==> images/congestion_map.png <==
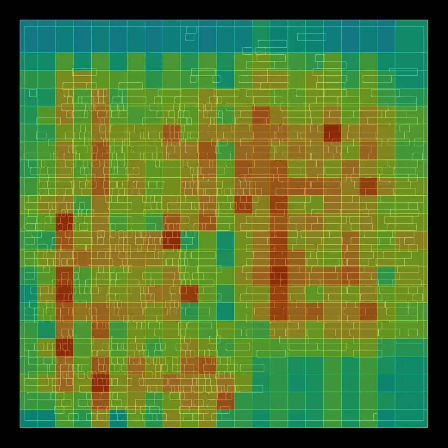
==> images/route_heat.png <==
Scale bar: 50 µm. 31 x 31 tiles, from black (low) to pale yellow (high), scaled to the fullest tile. Values are wire area over tile area, all layers added.
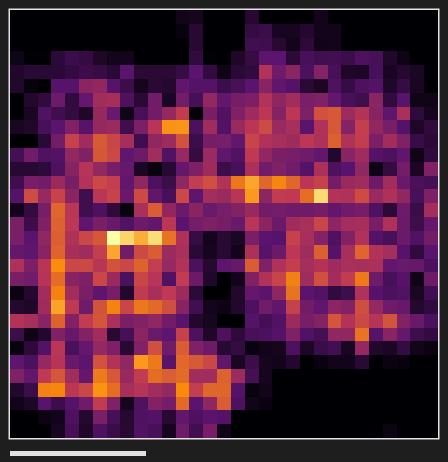
==> images/util_map.png <==
Scale bar: 50 µm. 16 x 16 tiles, from black (low) to pale yellow (high), 0 to 100% covered.
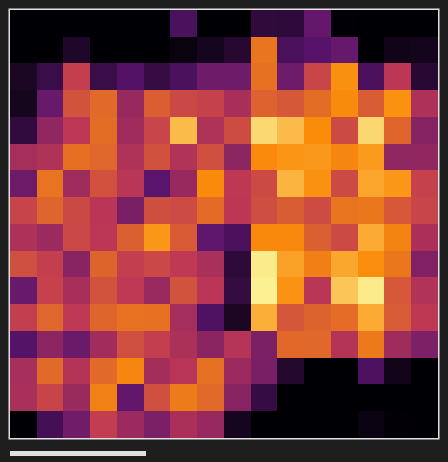
==> images/m2.png <==
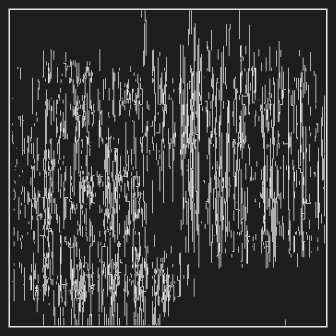
==> images/m1.png <==
Scale bar: 50 µm.
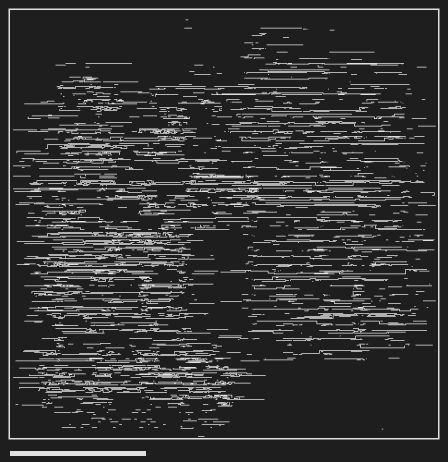
[config.mk]
export PLATFORM = sky130hd
export DESIGN_NAME = flash_stream_reader
export DESIGN_NICKNAME = d
export VERILOG_FILES = /design/src/rtl/flash_stream_reader.sv
export SDC_FILE = /design/constraint.sdc
export NUM_CORES = 1
export LEC_CHECK = 0
export CORE_MARGIN = 1.5
export CORE_UTILIZATION = 39
export CTS_CLUSTER_SIZE = 14
export DETAILED_ROUTE_END_ITERATION = 8
export PLACE_DENSITY = 0.6
export SETUP_SLACK_MARGIN = 0.15
export SLEW_MARGIN = 20
export SYNTH_ARGS = -nofsm -noshare
export SYNTH_HDL_FRONTEND = slang
export SYNTH_SLANG_ARGS = --single-unit
export TNS_END_PERCENT = 10
[constraint.sdc]
create_clock -name clk -period 7.2 [get_ports clk]
set_input_delay 1.44 -clock clk [delete_from_list [all_inputs] [get_ports clk]]
set_output_delay 1.44 -clock clk [all_outputs]
set_load 0.005 [all_outputs]
[src/rtl/flash_stream_reader.sv]
// flash_stream_reader: sequential byte-mode reader for a parallel CFI flash.
// Fetches byte_len bytes from base_addr into a show-ahead FIFO and delivers them
// on a valid/ready byte stream. This block is the only master of the flash bus.
// Optional feature macro: FLASH_RD_CHECKSUM_EN adds a 16-bit running sum of the
// bytes delivered on the stream.
// Ports:
//   clk, rst_n                 clock, asynchronous active-low reset
//   start, flush               run request / abort (flush wins)
//   base_addr, byte_len        run parameters, sampled on an accepted start
//   out_data/out_valid/out_ready  byte stream to the parser
//   busy, done                 run status, done pulses after the last FIFO write
//   flash_*                    flash address, data and control pins
//   checksum                   (FLASH_RD_CHECKSUM_EN only) sum of delivered bytes
module flash_stream_reader #(
    parameter int unsigned WAIT_CYCLES = 5,
    parameter int unsigned RST_CYCLES  = 25,
    parameter int unsigned FIFO_DEPTH  = 16
) (
    input  logic        clk,
    input  logic        rst_n,
    input  logic        start,
    input  logic        flush,
    input  logic [21:0] base_addr,
    input  logic [21:0] byte_len,
    output logic [7:0]  out_data,
    output logic        out_valid,
    input  logic        out_ready,
    output logic        busy,
    output logic        done,
    output logic [21:0] flash_addr,
    input  logic [7:0]  flash_data,
    output logic        flash_ce_n,
    output logic        flash_oe_n,
    output logic        flash_we_n,
`ifdef FLASH_RD_CHECKSUM_EN
    output logic [15:0] checksum,
`endif
    output logic        flash_rst_n
);

    localparam int unsigned AW    = $clog2(FIFO_DEPTH);
    localparam int unsigned CMAX  = (RST_CYCLES > WAIT_CYCLES) ? RST_CYCLES : WAIT_CYCLES;
    localparam int unsigned CW    = $clog2(CMAX + 1);

    localparam logic [2:0] S_FRST    = 3'd0;
    localparam logic [2:0] S_FREC    = 3'd1;
    localparam logic [2:0] S_IDLE    = 3'd2;
    localparam logic [2:0] S_SETUP   = 3'd3;
    localparam logic [2:0] S_WAIT    = 3'd4;
    localparam logic [2:0] S_CAPTURE = 3'd5;
    localparam logic [2:0] S_GAP     = 3'd6;

    logic [2:0]    state, state_nxt;
    logic [CW-1:0] cnt, cnt_nxt;
    logic [21:0]   rem, rem_nxt;
    logic [21:0]   addr_nxt;
    logic          ce_nxt, busy_nxt, done_nxt, frst_nxt;
    logic          push, fifo_clr;

    logic [7:0]    mem [FIFO_DEPTH];
    logic [AW-1:0] wptr, rptr;
    logic [AW:0]   count, count_nxt;
    logic          full, pop;

    assign flash_we_n = 1'b1;
    assign full       = (count == (AW+1)'(FIFO_DEPTH));
    assign pop        = out_valid & out_ready;
    assign out_data   = mem[rptr];

    // State and registered outputs
    always_ff @(posedge clk or negedge rst_n) begin
        if (!rst_n) begin
            state       <= S_FRST;
            cnt         <= '0;
            rem         <= '0;
            flash_addr  <= '0;
            flash_ce_n  <= 1'b1;
            flash_oe_n  <= 1'b1;
            busy        <= 1'b0;
            done        <= 1'b0;
            flash_rst_n <= 1'b0;
        end else begin
            state       <= state_nxt;
            cnt         <= cnt_nxt;
            rem         <= rem_nxt;
            flash_addr  <= addr_nxt;
            flash_ce_n  <= ce_nxt;
            flash_oe_n  <= ce_nxt;
            busy        <= busy_nxt;
            done        <= done_nxt;
            flash_rst_n <= frst_nxt;
        end
    end

    // Next-state and next-output logic
    always_comb begin
        state_nxt = state;
        cnt_nxt   = cnt;
        rem_nxt   = rem;
        addr_nxt  = flash_addr;
        ce_nxt    = flash_ce_n;
        busy_nxt  = busy;
        done_nxt  = 1'b0;
        frst_nxt  = flash_rst_n;
        push      = 1'b0;
        fifo_clr  = 1'b0;
        case (state)
            S_FRST: begin
                if (cnt == CW'(RST_CYCLES - 1)) begin
                    state_nxt = S_FREC;
                    cnt_nxt   = '0;
                    frst_nxt  = 1'b1;
                end else begin
                    cnt_nxt = cnt + 1'b1;
                end
            end
            S_FREC: begin
                if (cnt == CW'(RST_CYCLES - 1)) begin
                    state_nxt = S_IDLE;
                    cnt_nxt   = '0;
                end else begin
                    cnt_nxt = cnt + 1'b1;
                end
            end
            S_IDLE: begin
                if (start) begin
                    addr_nxt = base_addr;
                    rem_nxt  = byte_len;
                    if (byte_len == '0) begin
                        done_nxt = 1'b1;
                    end else begin
                        busy_nxt  = 1'b1;
                        state_nxt = S_SETUP;
                    end
                end
            end
            // Only one read is ever in flight, so checking for a free slot here
            // guarantees the later push never overflows.
            S_SETUP: begin
                if (!full) begin
                    ce_nxt    = 1'b0;
                    cnt_nxt   = '0;
                    state_nxt = S_WAIT;
                end
            end
            S_WAIT: begin
                if (cnt == CW'(WAIT_CYCLES - 1)) begin
                    state_nxt = S_CAPTURE;
                end else begin
                    cnt_nxt = cnt + 1'b1;
                end
            end
            // Address advances on the same edge CE#/OE# rise, never while low.
            S_CAPTURE: begin
                push      = 1'b1;
                addr_nxt  = flash_addr + 1'b1;
                rem_nxt   = rem - 1'b1;
                ce_nxt    = 1'b1;
                state_nxt = S_GAP;
            end
            S_GAP: begin
                if (rem == '0) begin
                    done_nxt  = 1'b1;
                    busy_nxt  = 1'b0;
                    state_nxt = S_IDLE;
                end else begin
                    state_nxt = S_SETUP;
                end
            end
            default: begin
                state_nxt = S_FRST;
                cnt_nxt   = '0;
                frst_nxt  = 1'b0;
            end
        endcase
        // Flush overrides everything outside the flash reset sequence.
        if (flush && (state != S_FRST) && (state != S_FREC)) begin
            state_nxt = S_IDLE;
            cnt_nxt   = '0;
            rem_nxt   = rem;
            addr_nxt  = flash_addr;
            ce_nxt    = 1'b1;
            busy_nxt  = 1'b0;
            done_nxt  = 1'b0;
            push      = 1'b0;
            fifo_clr  = 1'b1;
        end
    end

    // FIFO occupancy
    always_comb begin
        count_nxt = count;
        if (fifo_clr) begin
            count_nxt = '0;
        end else begin
            case ({push, pop})
                2'b10:   count_nxt = count + 1'b1;
                2'b01:   count_nxt = count - 1'b1;
                default: count_nxt = count;
            endcase
        end
    end

    // FIFO pointers and valid flag
    always_ff @(posedge clk or negedge rst_n) begin
        if (!rst_n) begin
            wptr      <= '0;
            rptr      <= '0;
            count     <= '0;
            out_valid <= 1'b0;
        end else begin
            count     <= count_nxt;
            out_valid <= (count_nxt != '0);
            if (fifo_clr) begin
                wptr <= '0;
                rptr <= '0;
            end else begin
                if (push) wptr <= wptr + 1'b1;
                if (pop)  rptr <= rptr + 1'b1;
            end
        end
    end

    // FIFO storage: flash_data is sampled here at the end of CAPTURE
    always_ff @(posedge clk) begin
        if (push) mem[wptr] <= flash_data;
    end

`ifdef FLASH_RD_CHECKSUM_EN
    // Running sum of delivered bytes, restarted by each accepted start
    always_ff @(posedge clk or negedge rst_n) begin
        if (!rst_n) begin
            checksum <= '0;
        end else if ((state == S_IDLE) && start && !flush) begin
            checksum <= '0;
        end else if (pop) begin
            checksum <= checksum + {8'h00, out_data};
        end
    end
`endif

endmodule

==> results.toml <==
# physical design summary
[critical_path]
crit_chain = "buf_4 -> mux4_2 -> mux4_2 -> clkdlybuf4s50_1"
cp-start-kind = "register"
r2r-start = "state[1]"
slowest_stage = "mux4_2"
critPathBufInv = 2
ff2ff_setup_slack_ns = 3.59
crit_type = "register to output pin"
path_max_fanout = 28

[cts]
cts_resized = 0
cts_sinks = 198
clk_path_buf_depth = 2
cts_inserted_buffers = 17

[route]
wirelength_um = 21080
remaining_drc_errors = 0
dr.pass1.iters = 5
ant_nets = 0
met1Wirelength_um = 9814

[final_timing]
maxSlewViolCount = 0
worst_pin_slew_ns = 0.9618
fmax_ghz = 0.2210
finalSetupTns_ns = 0

[status]
status = "complete, no violations"

[finish]
drive_gt1_frac = 0.1144

[hold_path]
hold_path.class = "register to register"
holdPathStages = 2

[power_and_ir_drop]
p_per_area_nw_per_um2 = 311.8

[global_routing]
overflow = 0
grt_max_degree = 72
antenna_found_initial = 0

[yosys]
ys_cells = 722
netlist_area_um2 = 9308
syn-num-nets = 795
netlist_instances = 722
netlist.area_leader.share = 0.4130
edf_count = 128

[die]
rows = 56
die_area_um2 = 24800
## Picture notes: congestion_map.png
Most Used Layer, Global Route: met2
routed len/inst: 18.77 µm

## Picture notes: route_heat.png
tiles over half the peak	13%
fullest tile	0.51
nearly empty tiles	18%
emptiest ninth of the die	south-east
mean over tiles	0.13

## Picture notes: util_map.png
nearly empty tiles	13%
emptiest ninth of the die	north-west
fullest tile	97%
densest ninth of the die	east
mean over tiles	43%
tiles over 75% full	9.8%
FP Util: 0.3965
core area: 23470 µm²
fin util: 0.4716

## Picture notes: m2.png
share of all routed wire	48%
wire length on this layer	10200 µm

## Picture notes: m1.png
longest straight run	46.0 µm
share of all routed wire	47%
nets with wire on the layer	775
main direction	horizontal
wire length on this layer	9810 µm

-- flip-flops by register name, indices dropped and copies added (netlist names) --
signal	count
mem	128
flash_addr	22
rem	22
cnt	5
count	5
rptr	4
wptr	4
state	3
busy	1
done	1
flash_oe_n	1
flash_rst_n	1
out_valid	1
-- power by group --
part	leakage, nW	total [mW]	internal [mW]	switching, mW
sequential	2.00	1.54	1.36	0.183
clock	0.292	0.969	0.525	0.445
combinational	1.57	0.939	0.479	0.460
-- area by class of cell --
cell class | instances | area, µm² | area share
flip-flops and latches | 198 | 5598 | 0.5057
multi-input cells | 458 | 3451 | 0.3117
repair buffers | 98 | 963.4 | 0.08703
clock buffers | 19 | 432.9 | 0.03911
well taps | 319 | 399.1 | 0.03606
clock inverters | 13 | 157.7 | 0.01424
inverters | 18 | 67.56 | 0.006104
-- how the worst max path moves through the flow --
stage | depth (start not counted) | to | slack [ns]
CTS | 4 | out_data[6] | 2.61
detailed placement | 11 | out_valid | 2.69
floorplan | 11 | out_valid | 3.37
global route | 4 | out_data[6] | 2.52
global placement | 11 | out_valid | 2.75
finish | 4 | out_data[6] | 2.68
-- placed cells by master (no fill, tap or decap), types with 3 or more instances in the layout --
cell               n
edfxtp_1         128
clkdlybuf4s50_1   91
inv_6              3
nand3_1           22
nor2_1            55
buf_4              7
inv_8              4
a2bb2oi_1         10
and2_1            20
mux2i_1            3
and3_1            11
xnor2_1            4
ha_1              16
a21oi_1           51
nor4_1            10
o21ai_0           46
clkbuf_16         17
o22ai_1           14
dfrtp_1           68
nand4_1           13
xor2_1             7
nor3_1            13
or4_1              4
mux4_2            40
a22oi_1           10
inv_1             18
nand2_1           40
a31oi_1            4
nor2b_1            4
o2bb2ai_1          3
a211oi_1           6
o31ai_1            3
-- routing by layer --
metal / global-route usage / vias up
li1: - / 2916
met1: 0.2475 / 3045
met2: 0.2851 / 149
met3: 0.03744 / 14
met4: 0.04447 / 0
met5: 0 / -
-- cell families after synthesis --
| logic type | after synthesis | synth area share |
|---|---|---|
| AND-OR/OR-AND | 173 | 0.1165 |
| XOR/XNOR | 11 | 0.01035 |
| adder cells (fa/ha/maj) | 16 | 0.02151 |
| buffers and inverters | 66 | 0.02890 |
| flip-flops | 198 | 0.6013 |
| multiplexers | 45 | 0.1024 |
| other | 1 | 0.0004029 |
| AND/OR/NAND/NOR | 212 | 0.1186 |
-- through the flow --
step	hold slack [ns]	utilization	power (mW)	setup WS [ns]
after floorplan	0.4513	-	2.145	3.371
after global placement	0.4560	0.4464	2.500	2.752
after detailed placement	0.4688	0.4464	2.511	2.691
after CTS	0.4812	0.4716	3.488	2.611
after global routing	0.5146	0.4716	3.648	2.522
final	0.4717	0.4716	3.452	2.676
-- worst min-delay path: stages (launching register included) --
cell     delay [ns]
dfstp_2        0.38
nand2_1        0.05
nand2_1        0.05
Power and IR drop assume default switching activity.
